### config.mk
export PLATFORM = sky130hd
export DESIGN_NAME = extern_usart_tx
export DESIGN_NICKNAME = d
export VERILOG_FILES = /design/src/rtl/extern_usart_tx.sv
export SDC_FILE = /design/constraint.sdc
export NUM_CORES = 1
export LEC_CHECK = 0
export ABC_CLOCK_PERIOD_IN_PS = 5550
export CAP_MARGIN = 20
export CORE_UTILIZATION = 35
export CTS_BUF_LIST = sky130_fd_sc_hd__clkbuf_16
export CTS_CLUSTER_SIZE = 10
export DETAILED_ROUTE_END_ITERATION = 8
export PLACE_DENSITY = 0.59
export SETUP_SLACK_MARGIN = 0.5
export SYNTH_ARGS = -nofsm -noshare
export SYNTH_HDL_FRONTEND = slang
export SYNTH_SLANG_ARGS = --single-unit
### constraint.sdc
create_clock -name clk -period 5.55 [get_ports clk]
set_input_delay 0.555 -clock clk [delete_from_list [all_inputs] [get_ports clk]]
set_output_delay 0.555 -clock clk [all_outputs]
set_load 0.005 [all_outputs]
### src/rtl/extern_usart_tx.sv
// Memory-mapped async serial transmitter (TXREG/TXSTA/SPBRG) with its own baud generator.
// Define EXTERN_USART_TX9_EN to implement TX9/TX9D and the ninth-bit frame slot.
module extern_usart_tx #(
    parameter logic [8:0] TXREG_ADDR = 9'h019,
    parameter logic [8:0] TXSTA_ADDR = 9'h098,
    parameter logic [8:0] SPBRG_ADDR = 9'h099
) (
    input  logic       clk,
    input  logic       rst,
    input  logic [8:0] extern_peripherals_addr,
    input  logic [7:0] extern_peripherals_data_in,
    input  logic       extern_peripherals_wr_en,
    output logic [7:0] extern_peripherals_data_out,
    output logic       tx,
    output logic       txif,
    output logic       trmt
);

    localparam int unsigned PRE_W = 6;
    localparam int unsigned BRG_W = 8;
    localparam int unsigned BIT_W = 3;

    `ifdef EXTERN_USART_TX9_EN
    typedef enum logic [2:0] {IDLE, START, DATA, BIT9, STOP} state_t;
    `else
    typedef enum logic [2:0] {IDLE, START, DATA, STOP} state_t;
    `endif

    state_t             state;
    logic               txen;
    logic               brgh;
    logic               tx9;
    logic               tx9d;
    logic [BRG_W-1:0]   spbrg;
    logic [7:0]         tx_buf;
    logic [7:0]         tsr;
    logic [BIT_W-1:0]   bit_cnt;
    logic [PRE_W-1:0]   pre_cnt;
    logic [BRG_W-1:0]   brg_cnt;
    logic [PRE_W-1:0]   pre_max_c;
    logic               tick_c;
    logic               load_c;
    logic               flush_c;
    logic               wr_txreg_c;
    logic               wr_txsta_c;
    logic               wr_spbrg_c;

    assign wr_txreg_c = extern_peripherals_wr_en && (extern_peripherals_addr == TXREG_ADDR);
    assign wr_txsta_c = extern_peripherals_wr_en && (extern_peripherals_addr == TXSTA_ADDR);
    assign wr_spbrg_c = extern_peripherals_wr_en && (extern_peripherals_addr == SPBRG_ADDR);

    // txif doubles as the buffer-empty flag
    assign pre_max_c = brgh ? PRE_W'(15) : PRE_W'(63);
    assign tick_c    = (pre_cnt == '0) && (brg_cnt == '0);
    assign load_c    = txen && !txif && ((state == IDLE) || ((state == STOP) && tick_c));
    assign flush_c   = !txen && (state != IDLE);

    // Control registers
    always_ff @(posedge clk) begin
        if (rst) begin
            txen  <= 1'b0;
            brgh  <= 1'b0;
            spbrg <= '0;
        end else begin
            if (wr_txsta_c) begin
                txen <= extern_peripherals_data_in[5];
                brgh <= extern_peripherals_data_in[2];
            end
            if (wr_spbrg_c)
                spbrg <= extern_peripherals_data_in;
        end
    end

    `ifdef EXTERN_USART_TX9_EN
    logic tsr9d;
    always_ff @(posedge clk) begin
        if (rst) begin
            tx9  <= 1'b0;
            tx9d <= 1'b0;
        end else if (wr_txsta_c) begin
            tx9  <= extern_peripherals_data_in[6];
            tx9d <= extern_peripherals_data_in[0];
        end
    end
    `else
    assign tx9  = 1'b0;
    assign tx9d = 1'b0;
    `endif

    // Baud generator: prescaler wraps feed the SPBRG down-counter; both restart on TSR load
    always_ff @(posedge clk) begin
        if (rst) begin
            pre_cnt <= PRE_W'(63);
            brg_cnt <= '0;
        end else if (load_c) begin
            pre_cnt <= pre_max_c;
            brg_cnt <= spbrg;
        end else if (pre_cnt == '0) begin
            pre_cnt <= pre_max_c;
            brg_cnt <= (brg_cnt == '0) ? spbrg : brg_cnt - BRG_W'(1);
        end else begin
            pre_cnt <= pre_cnt - PRE_W'(1);
        end
    end

    // Transmit FSM, buffer and output flags
    always_ff @(posedge clk) begin
        if (rst) begin
            state   <= IDLE;
            tx      <= 1'b1;
            txif    <= 1'b1;
            trmt    <= 1'b1;
            tx_buf  <= '0;
            tsr     <= '0;
            bit_cnt <= '0;
            `ifdef EXTERN_USART_TX9_EN
            tsr9d   <= 1'b0;
            `endif
        end else begin
            // A TXREG write beats the buffer clear from a same-cycle load or flush
            if (wr_txreg_c) begin
                tx_buf <= extern_peripherals_data_in;
                txif   <= 1'b0;
            end else if (load_c || flush_c) begin
                txif   <= 1'b1;
            end

            if (flush_c) begin
                state <= IDLE;
                tx    <= 1'b1;
                trmt  <= 1'b1;
            end else if (load_c) begin
                state <= START;
                tx    <= 1'b0;
                trmt  <= 1'b0;
                tsr   <= tx_buf;
                `ifdef EXTERN_USART_TX9_EN
                tsr9d <= tx9d;
                `endif
            end else if (tick_c) begin
                case (state)
                    IDLE: begin
                        tx <= 1'b1;
                    end
                    START: begin
                        state   <= DATA;
                        tx      <= tsr[0];
                        tsr     <= {1'b0, tsr[7:1]};
                        bit_cnt <= '0;
                    end
                    DATA: begin
                        if (bit_cnt == BIT_W'(7)) begin
                            `ifdef EXTERN_USART_TX9_EN
                            if (tx9) begin
                                state <= BIT9;
                                tx    <= tsr9d;
                            end else begin
                                state <= STOP;
                                tx    <= 1'b1;
                            end
                            `else
                            state <= STOP;
                            tx    <= 1'b1;
                            `endif
                        end else begin
                            tx      <= tsr[0];
                            tsr     <= {1'b0, tsr[7:1]};
                            bit_cnt <= bit_cnt + BIT_W'(1);
                        end
                    end
                    `ifdef EXTERN_USART_TX9_EN
                    BIT9: begin
                        state <= STOP;
                        tx    <= 1'b1;
                    end
                    `endif
                    STOP: begin
                        state <= IDLE;
                        tx    <= 1'b1;
                        trmt  <= 1'b1;
                    end
                    default: begin
                        state <= IDLE;
                        tx    <= 1'b1;
                        trmt  <= 1'b1;
                    end
                endcase
            end
        end
    end

    // Read mux; unmapped and write-only addresses return zero
    always_comb begin
        extern_peripherals_data_out = 8'h00;
        if (extern_peripherals_addr == TXSTA_ADDR)
            extern_peripherals_data_out = {1'b0, tx9, txen, 2'b00, brgh, trmt, tx9d};
        else if (extern_peripherals_addr == SPBRG_ADDR)
            extern_peripherals_data_out = spbrg;
    end

endmodule

**Run 1: met1 routing**

The bar under the picture is 20 µm long.
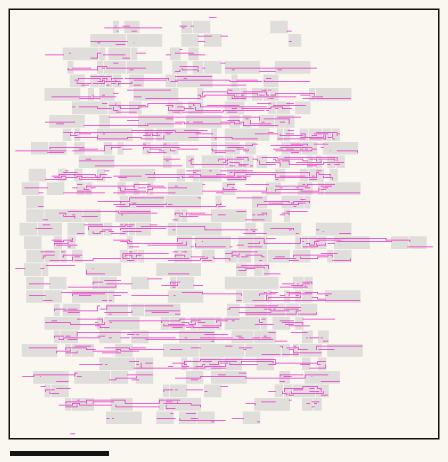
The wires run mostly horizontal. The layer carries 2,620 µm of wire. The longest straight run is 30.4 µm. The layer holds 47% of the routed length.
Global Route met1 Usage: 0.208
Routed WL: 5540 µm
vias: 2,034

**Run 1: met2 routing**

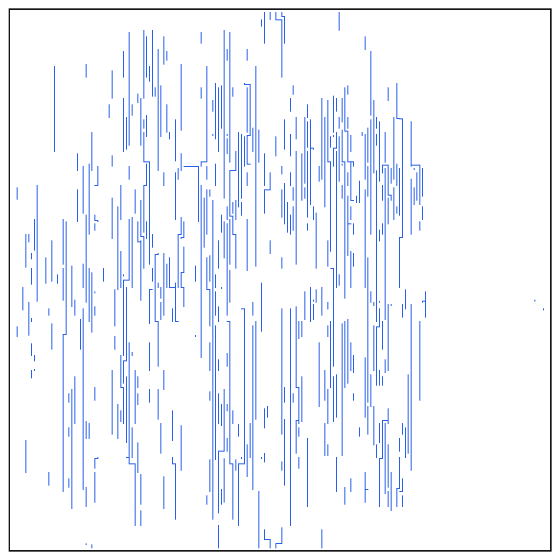
The longest straight run is 51.0 µm. The wires run mostly vertical. The layer holds 48% of the routed length. 264 nets have wire on it. The layer carries 2,640 µm of wire.
Global Route met2 Usage: 0.253

==> results.txt, run 1 <==
Purpose: to document the outcome of synthesis and place and route.

Run status
The flow ran to the end, and the final reports show no timing, DRC or antenna violations.

Placement
Detailed placement finished with a half-perimeter wire length of 3970 µm. The number of buffer cells added on primary ports is 30. The instance area at placement is 2840 µm².

Per the gpl log, the routability congestion estimate is 0.744.

Clock network
CTS placed an instance of clkbuf_16 at the clock tree root. The deepest clock path buffer count is 2. After clock tree synthesis, the setup repair step added 0 buffers.

The clock tree synthesis step divided the H-tree into 2 levels. The total clock buffers created by CTS is 5. The report puts the hold buffer count at CTS at 0. The number of sinks driven by the clock tree is around 48.

Layout
In the final layout, the fill cell count is slightly above 700. The sequential cell count of the final layout is 48. For this run, the script counts the antenna cells in the layout as 0.

The count of multi-input combinational gates is between 200 and 250. Counting the clock-network buffers in the layout gives 5. For the completed layout, the total cell area is recorded as 3010 µm².

The combined area of the multi-input logic cells is 1420 µm². The fraction of area in registers is 0.319. In the final layout, the share of cells above drive strength 1 is 0.0987. Multi-input logic gates represent a cell area share of 0.470.

Logic synthesis
Per Yosys stat, the portion of area used by sequential elements is 0.386. In the synthesized netlist the dominant register cell turns out to be dfxtp_1. Per the synthesis report, the XOR/XNOR share of the synthesized area is 0.0141.

Yosys mapped a number of flops with a built-in enable equal to 0. The net count of the mapped netlist is 310. The share of synthesized cell area in and, or, nand and nor gates is 0.254. The cell count after synthesis came out at around 280. The aoi/oai-family share of the synthesized area is 0.164. After synthesis, the netlist uses between 40 and 50 different library cells. The stat command in Yosys gives a chip area of about 2500 µm². Grouping non-sequential cells by family puts the most area in simple AND/OR/NAND/NOR gates.

For this design, Yosys synthesis ends with a cell count of 280. The synthesized-area fraction occupied by adder cells is 0.0502.

Routing
The wire length on met2 is roughly 2600 µm. The highest signal layer in the routed design is met4. The routed length on met1 is around 2600 µm.

The routed design shows a via density per instance of 5.09. TritonRoute output was used to compute an average wire per cell of approximately 14 µm. The first detailed-routing pass took 4 iterations. The number of DRC markers in iteration 0 is 99.

The DRC violation count after routing is 0. Once detail routing completed, the nets flagged for antenna violations numbered 0.

Critical path
At the worst endpoint, the required time is between 4 and 5 ns. The arrival time at the worst endpoint is roughly 3 ns. Listed in order, past its start point the critical path passes clkdlybuf4s50_1, or4b_4, nor4_1, a22o_1, clkdlybuf4s50_1. The most prevalent standard cell on the critical path is clkdlybuf4s50_1. The startpoint type of the worst setup path is an input port. The depth of the critical timing path with buffers and inverters included is 5. The master of the slowest instance on the critical path is nor4_1. Per STA, the highest per-stage delay on the worst path measures between 0.7 and 0.8 ns. Per the timing report, the biggest fanout along the worst path comes to 6.

For the worst flop-to-flop path, the logic depth is 7. The launch point of the critical path is extern_peripherals_addr[5]. The critical path class is input port to output port.

Floorplan
In this run the full chip footprint comes out at ~7500 µm². The area of the core region is 6830 µm². The site row count is 30.

Power and ir drop
The script computed the net switching share of total power as 0.211. The share of total power in the clock network is 0.481. Of the total power, registers draw 0.476.

The ratio of total power to cell area is between 200 and 250 nW/µm². The cell internal power dissipation is ~0.00058 W. The combinational power share is 0.042. The static leakage is ~1.2 nW. The net switching power of the design is between 0.00015 and 0.0002 W. The maximum vdd ir drop is between 100 and 150 µV.

Min path
The depth of the worst hold-timing path is 1. Looking at the hold checks, the worst path lands on pre_cnt[0]. The startpoint of the worst hold path is pre_cnt[0].

GRT
Summed over all layers, the global routing overflow is 0. The number of global-route vias before repair is roughly 1,900. The first-pass GRT wire length is between 9000 and 10,000 µm. The initial antenna violation count was 0. The most used routing layer in global routing is met2.

Timing
The number of hold-slack violations in the final timing report is 0. In the final timing run, aggregate negative setup slack is 0 ns. For reference, the final report shows the max-slew violation count at 0.

Headroom to the max-slew limit came out at 0.413.

Run
The max-cap violation count is 0.
**Run 1: metal 3**

The bar under the picture is 20 µm long.
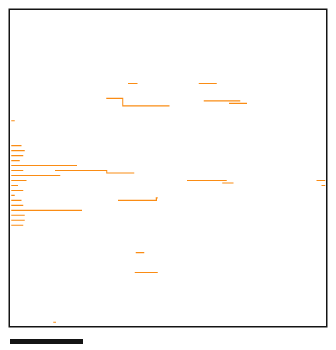
28 nets have wire on it. The layer holds 3.4% of the routed length. The layer carries 187 µm of wire. The longest straight run is 19.1 µm.
global-route met3 utilization: 0.0257

**Run 1: cells by drive strength**

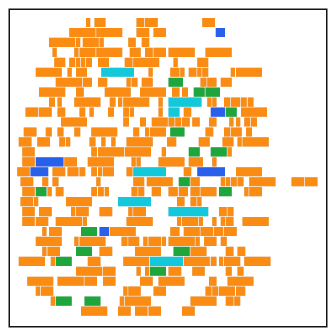
Key: orange = _0 and _1 cells [cells 274, most used dfxtp_1]; blue = _3 and _4 cells [cells 6, most used nor4_4]; cyan = _6 and larger [cells 7, most used clkbuf_16]; green = _2 cells [cells 17, most used a211oi_2]
bufs w/o clock: 31
Area Overhead vs Synth: 20.9%

run 1: power by group through the flow:
stage / logic [W] / clock network [W] / registers [W]
finish: 0.0000309 / 0.000352 / 0.000348
global route: 0.0000336 / 0.000375 / 0.000348
CTS: 0.0000312 / 0.000361 / 0.000348
global placement: 0.0000310 / 0 / 0.000356
detailed placement: 0.0000312 / 0 / 0.000356
floorplan: 0.0000122 / 0 / 0.000355
run 1: through the flow:
stage                     hold WS (ns)  power [W]  std cells
after floorplan                  0.384   0.000368        280
after global placement           0.405   0.000387        392
after detailed placement         0.403   0.000387        392
after CTS                        0.419   0.000741        400
after global routing             0.450   0.000757        400
final                            0.417   0.000731        400
run 1: cell usage after synthesis, types with 3 or more instances:
cell type	n	area, µm²
a22oi_1	4	30.0
a211oi_2	7	87.6
and2_1	5	31.3
o21ai_0	10	50.1
o21ai_2	3	26.3
ha_1	10	125
nor4_1	4	25.0
a21oi_1	18	90.1
buf_2	3	15.0
nand2b_1	7	43.8
nand3b_1	3	22.5
nor3_1	6	30.0
mux2i_1	18	180
xnor2_1	3	26.3
nor2b_1	4	25.0
nand2_1	25	93.8
a22o_1	6	52.6
dfxtp_1	48	961
nand3_1	16	80.1
nor2_1	29	109
mux2_2	3	33.8
inv_1	10	37.5
clkbuf_1	9	33.8
run 1: placed cells by master, fill, tap and decap left out, types with 3 or more instances in the layout:
cell type and count:
a22o_1 6, a22oi_1 4, nor2b_1 4, ha_1 10, nand3_1 16, clkbuf_16 5
nor3_1 6, mux2_2 3, and2_1 5, mux2i_1 18, nor2_1 29, nand2_1 25
nand2b_1 7, inv_1 10, a21oi_1 18, xnor2_1 3, o21ai_0 10, a211oi_2 7
nor4_1 4, o21ai_2 3, clkdlybuf4s50_1 30, nand3b_1 3, dfxtp_1 48
**Run 1: the clock network**

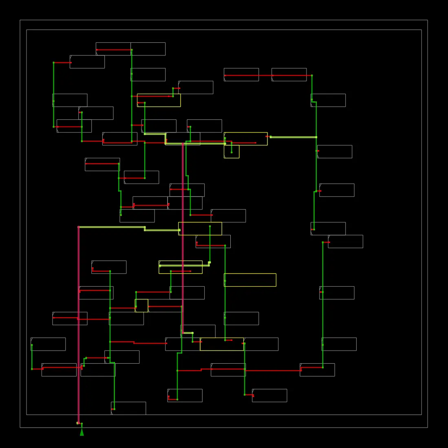

## Run 2: what changed since run 1
--- a/config.mk
+++ b/config.mk
@@ -5,7 +5,7 @@
 export SDC_FILE = /design/constraint.sdc
 export NUM_CORES = 1
 export LEC_CHECK = 0
-export ABC_CLOCK_PERIOD_IN_PS = 5550
+export ABC_CLOCK_PERIOD_IN_PS = 3300
 export CAP_MARGIN = 20
 export CORE_UTILIZATION = 35
 export CTS_BUF_LIST = sky130_fd_sc_hd__clkbuf_16
==> constraint.sdc (replaced) <==
create_clock -name clk -period 3.3 [get_ports clk]
set_input_delay 0.33 -clock clk [delete_from_list [all_inputs] [get_ports clk]]
set_output_delay 0.33 -clock clk [all_outputs]
set_load 0.005 [all_outputs]
**Run 2: the clock network**

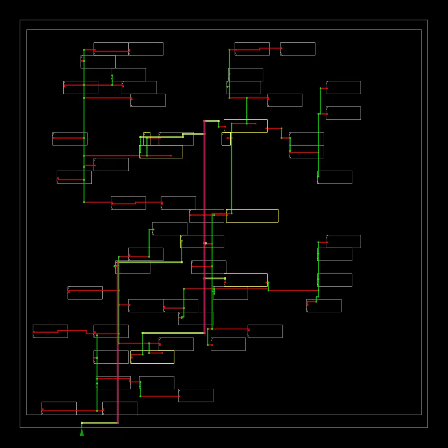
number of clock buffer instances in the layout: 5
clock buffers created by TritonCTS: 5
Late-Pin Clk Latency: 0.29 ns

**Run 2: cells by drive strength**

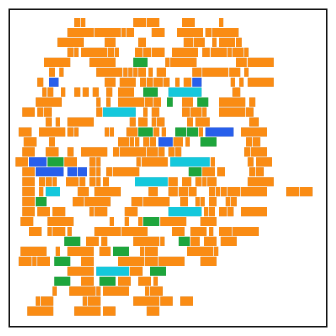
Key: orange = _0 and _1 cells [cells 274, most used dfxtp_1]; cyan = _6 and larger [cells 7, most used clkbuf_16]; blue = _3 and _4 cells [cells 8, most used buf_4]; green = _2 cells [cells 19, most used a211oi_2]
Area Overhead vs Synth: 22.2%
finished layout cell area: 3050 µm²
bufs w/o clock: 35
slack of the critical path: 0.573 ns

**Run 2: metal 3**

The bar under the picture is 20 µm long.
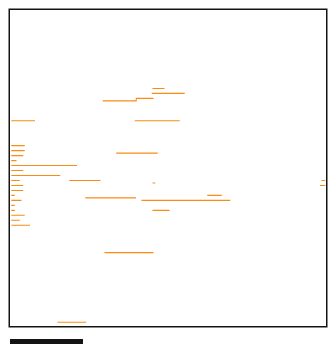
The layer carries 200 µm of wire. The longest straight run is 23.9 µm. 28 nets have wire on it. The layer holds 3.6% of the routed length. The wires run mostly horizontal.
vias: 2,039
global-route met3 utilization: 0.0295
Routed WL: 5570 µm

==> run 2 against run 1 <==
Net effect:
- wire length increased by 0.54%
- register-to-register slack got worse by 2.3 ns
- worst hold slack improved by 0.022 ns
- die area unchanged
- cell area increased by 1.1%
- sequential power increased by 68%
- flip-flop count unchanged
- critical path depth increased by 1
- critical endpoint is now extern_peripherals_data_out[1]
- largest cell class unchanged
- largest power group is now sequential cells
==> results.txt, run 2 <==
Purpose: to document the outcome of synthesis and place and route.

Run status
The flow ran to the end, and the final reports show no timing, DRC or antenna violations.

Timing
Subtracting the final worst setup slack from the clock period gives 2.73 ns. On the final layout, the worst clock skew is 0.00430 ns. Setup repair after global routing left no endpoint under its margin. Setup total negative slack on the finished layout was measured at 0 ns.

Dividing the final minimum period by the clock period gives 0.826. Pins over their slew limit in the final report were tallied at 0. The number of hold-slack violations in the final timing report is 0. The highest clock rate this design can be run at is 367 MHz.

The measured slew at the worst slew-check pin is approximately 0.86 ns. The max-slew check reports its worst relative slack as 0.429. The number of endpoints failing setup at the final stage is 0.

Power and ir drop
The switching fraction of total power is 0.203. The cell internal power dissipation is roughly 0.00096 W. The share of total power dissipated in the clock network is 0.471. The power report attributes to the sequential group a share of 0.485.

In this run, power in flip-flops and latches comes to 0.000586 W. Summed over all nets, the switching power comes to around 0.00024 W. In the power breakdown, the biggest contributor is sequential cells. The ratio of total power to cell area is slightly below 400 nW/µm². Combinational power for this build is around 0.000053 W.

Across the VDD grid, the largest voltage drop is between 150 and 200 µV. The static leakage is 1.20 nW. The combinational power share is 0.044. The final total power is 0.00121 W. The clock network power reported by the tool is roughly 0.00057 W.

Critical path
The worst setup path is captured at an output port. The master of the slowest instance on the critical path is or4b_4. The arrival time at the worst endpoint is roughly 2.4 ns. Traced cell by cell, the critical path runs through clkdlybuf4s50_1, or4b_4, nor4_4, buf_6, a22o_1, clkdlybuf4s50_1. The critical path class is input port to output port. The data required time at the worst endpoint is 2.97 ns. In this run the register-to-register setup slack is ~0.91 ns.

Per STA, the library cell used most along the worst path is clkdlybuf4s50_1. The highest cell delay on the worst timing path is about 0.57 ns. Per the timing report, the biggest fanout along the worst path comes to 14. The worst setup path is launched from an input port.

Logic synthesis
For this run, the number of Yosys warnings is 0. The synthesized netlist has a Yosys-reported chip area of 2490 µm². After synthesis, the design contains between 200 and 300 cells according to Yosys. A synthesized cell averages approximately 8.9 µm². The main flop type after synthesis is dfxtp_1. Per Yosys stat, the portion of area used by sequential elements is 0.386.

The synthesis report lists the most area-consuming cells as dfxtp_1, mux2i_1, ha_1. The number of unique standard cell types used by synthesis is 43. Counting every instance in the synthesized netlist gives around 280.

In the synthesized netlist the async set-or-reset flop fraction comes to 0. The dominant cell by count in the synthesized netlist is dfxtp_1. By count the netlist is led by dfxtp_1, nor2_1, nand2_1.

Summing every instance area after synthesis gives approximately 2500 µm². The number of synthesized flops with an enable pin is 0. The net count of the mapped netlist is between 300 and 400. Sorting the Yosys area breakdown by cell type puts at the top dfxtp_1. The area fraction of the dominant cell type after synthesis is 0.386.

Clock network
The number of buffers added to fix hold violations after cts is 0. The clock passes through at most 2 buffers. TritonCTS built the clock tree. The clock tree root buffer cell is clkbuf_16.

The H-tree generated during clock tree synthesis spans 2 levels. The number of sinks driven by the clock tree is 48. The clock transition at the registers of the reported paths is roughly 0.060 ns.

Routing
For this run, the detailed router reports a per-instance via density of just over 5. The first-pass iteration count of the detailed router is 4. The DRC violation count after routing is 0. The per-cell routed wire length is 13.8 µm. The number of nets with antenna violations after detailed routing is 0.

Once iteration 0 of detailed routing completed, the report listed 106 DRC markers.

Placement
Setup slack on the worst path after placement came out at 0.516 ns. The number of buffer cells added on primary ports is 30. The placer congestion estimate is 0.817.

The instance area at placement is 2860 µm². The post-DP HPWL is a little over 4000 µm.

Run
The max-cap violation count is 0. The tally of OpenROAD warnings is 31.

Layout
The most common logic cell in the final layout is dfxtp_1. The number of antenna diodes in the final layout is 0. The utilization after layout is 0.446. The final net count is 337.

By instance count after routing, the leading logic cell types are dfxtp_1, clkdlybuf4s50_1, nor2_1. Of the cells placed in the final design, the portion with a size suffix greater than 1 is 0.110.

GRT
Entering global routing, the biggest net connects 35 pins. The first global-routing pass estimated roughly 9400 µm of wire. The total overflow left after global routing is 0. The total global-route track usage is 0.164. The initial antenna violation count is 0. The number of global-route vias before repair was about 1,900.

Floorplan
During I/O placement, the number of pins put on the boundary was 31. The die width is about 86 µm. According to the floorplan log, the row count is 30. The area of the die is 7460 µm².

The area of the core region is 6830 µm². The die is roughly 86 µm tall.

Min path
The worst min-delay path class is flip-flop to flip-flop.
run 2: cell counts after synthesis:
Identical to the previous run, type by type.
run 2: kinds of logic after synthesis:
| kind of cell | Yosys count | share of synthesized area |
|---|---|---|
| XOR/XNOR | 4 | 0.0141 |
| AND-OR/OR-AND | 57 | 0.164 |
| adder cells (fa/ha/maj) | 10 | 0.0502 |
| buffers and inverters | 25 | 0.0467 |
| flip-flops | 48 | 0.386 |
| multiplexers | 21 | 0.0858 |
| AND/OR/NAND/NOR | 115 | 0.254 |
run 2: area by class of cell:
class / instances / area [µm²]
clock inverter: 3 / 38.8
timing repair buffer: 35 / 342
clock buffer: 5 / 125
fill: 672 / 3790
tap: 96 / 120
multi-input combinational: 207 / 1420
sequential: 48 / 961
inverter: 10 / 37.5
run 2: final timing paths:
check                                                start                        endpoint  depth (start not counted)
worst max-delay path            extern_peripherals_addr[5]  extern_peripherals_data_out[1]                          6
worst min-delay path                            pre_cnt[0]                      pre_cnt[0]                          1
worst max register to register                  brg_cnt[0]                      brg_cnt[2]                          7
worst min register to register                  pre_cnt[0]                      pre_cnt[0]                          1
run 2: through the flow:
step,hold slack (ns),cells
finish,0.440,404
global route,0.454,404
CTS,0.442,402
detailed placement,0.427,394
global placement,0.424,394
floorplan,0.384,280
run 2: metal layers:
layer | share of wire | global-route usage
met3 | 0.036 | 0.0295
met4 | 0.014 | 0.0576
met1 | 0.48 | 0.221
met2 | 0.47 | 0.264
met5 | 0 | 0
run 2: critical path: cells and delay by family:
family / cells / cell delay [ns]
AND/OR/NAND/NOR: 2 / 0.81
AND-OR/OR-AND: 1 / 0.17
buffers and inverters: 3 / 1.09
run 2: what timing repair did:
item / 4_1_cts / 5_1_grt
buffers inserted: 0 / 2
endpoints found under the setup margin: 0 / 7
gates resized: 0 / 2
Power is estimated from default activity; no workload was simulated.
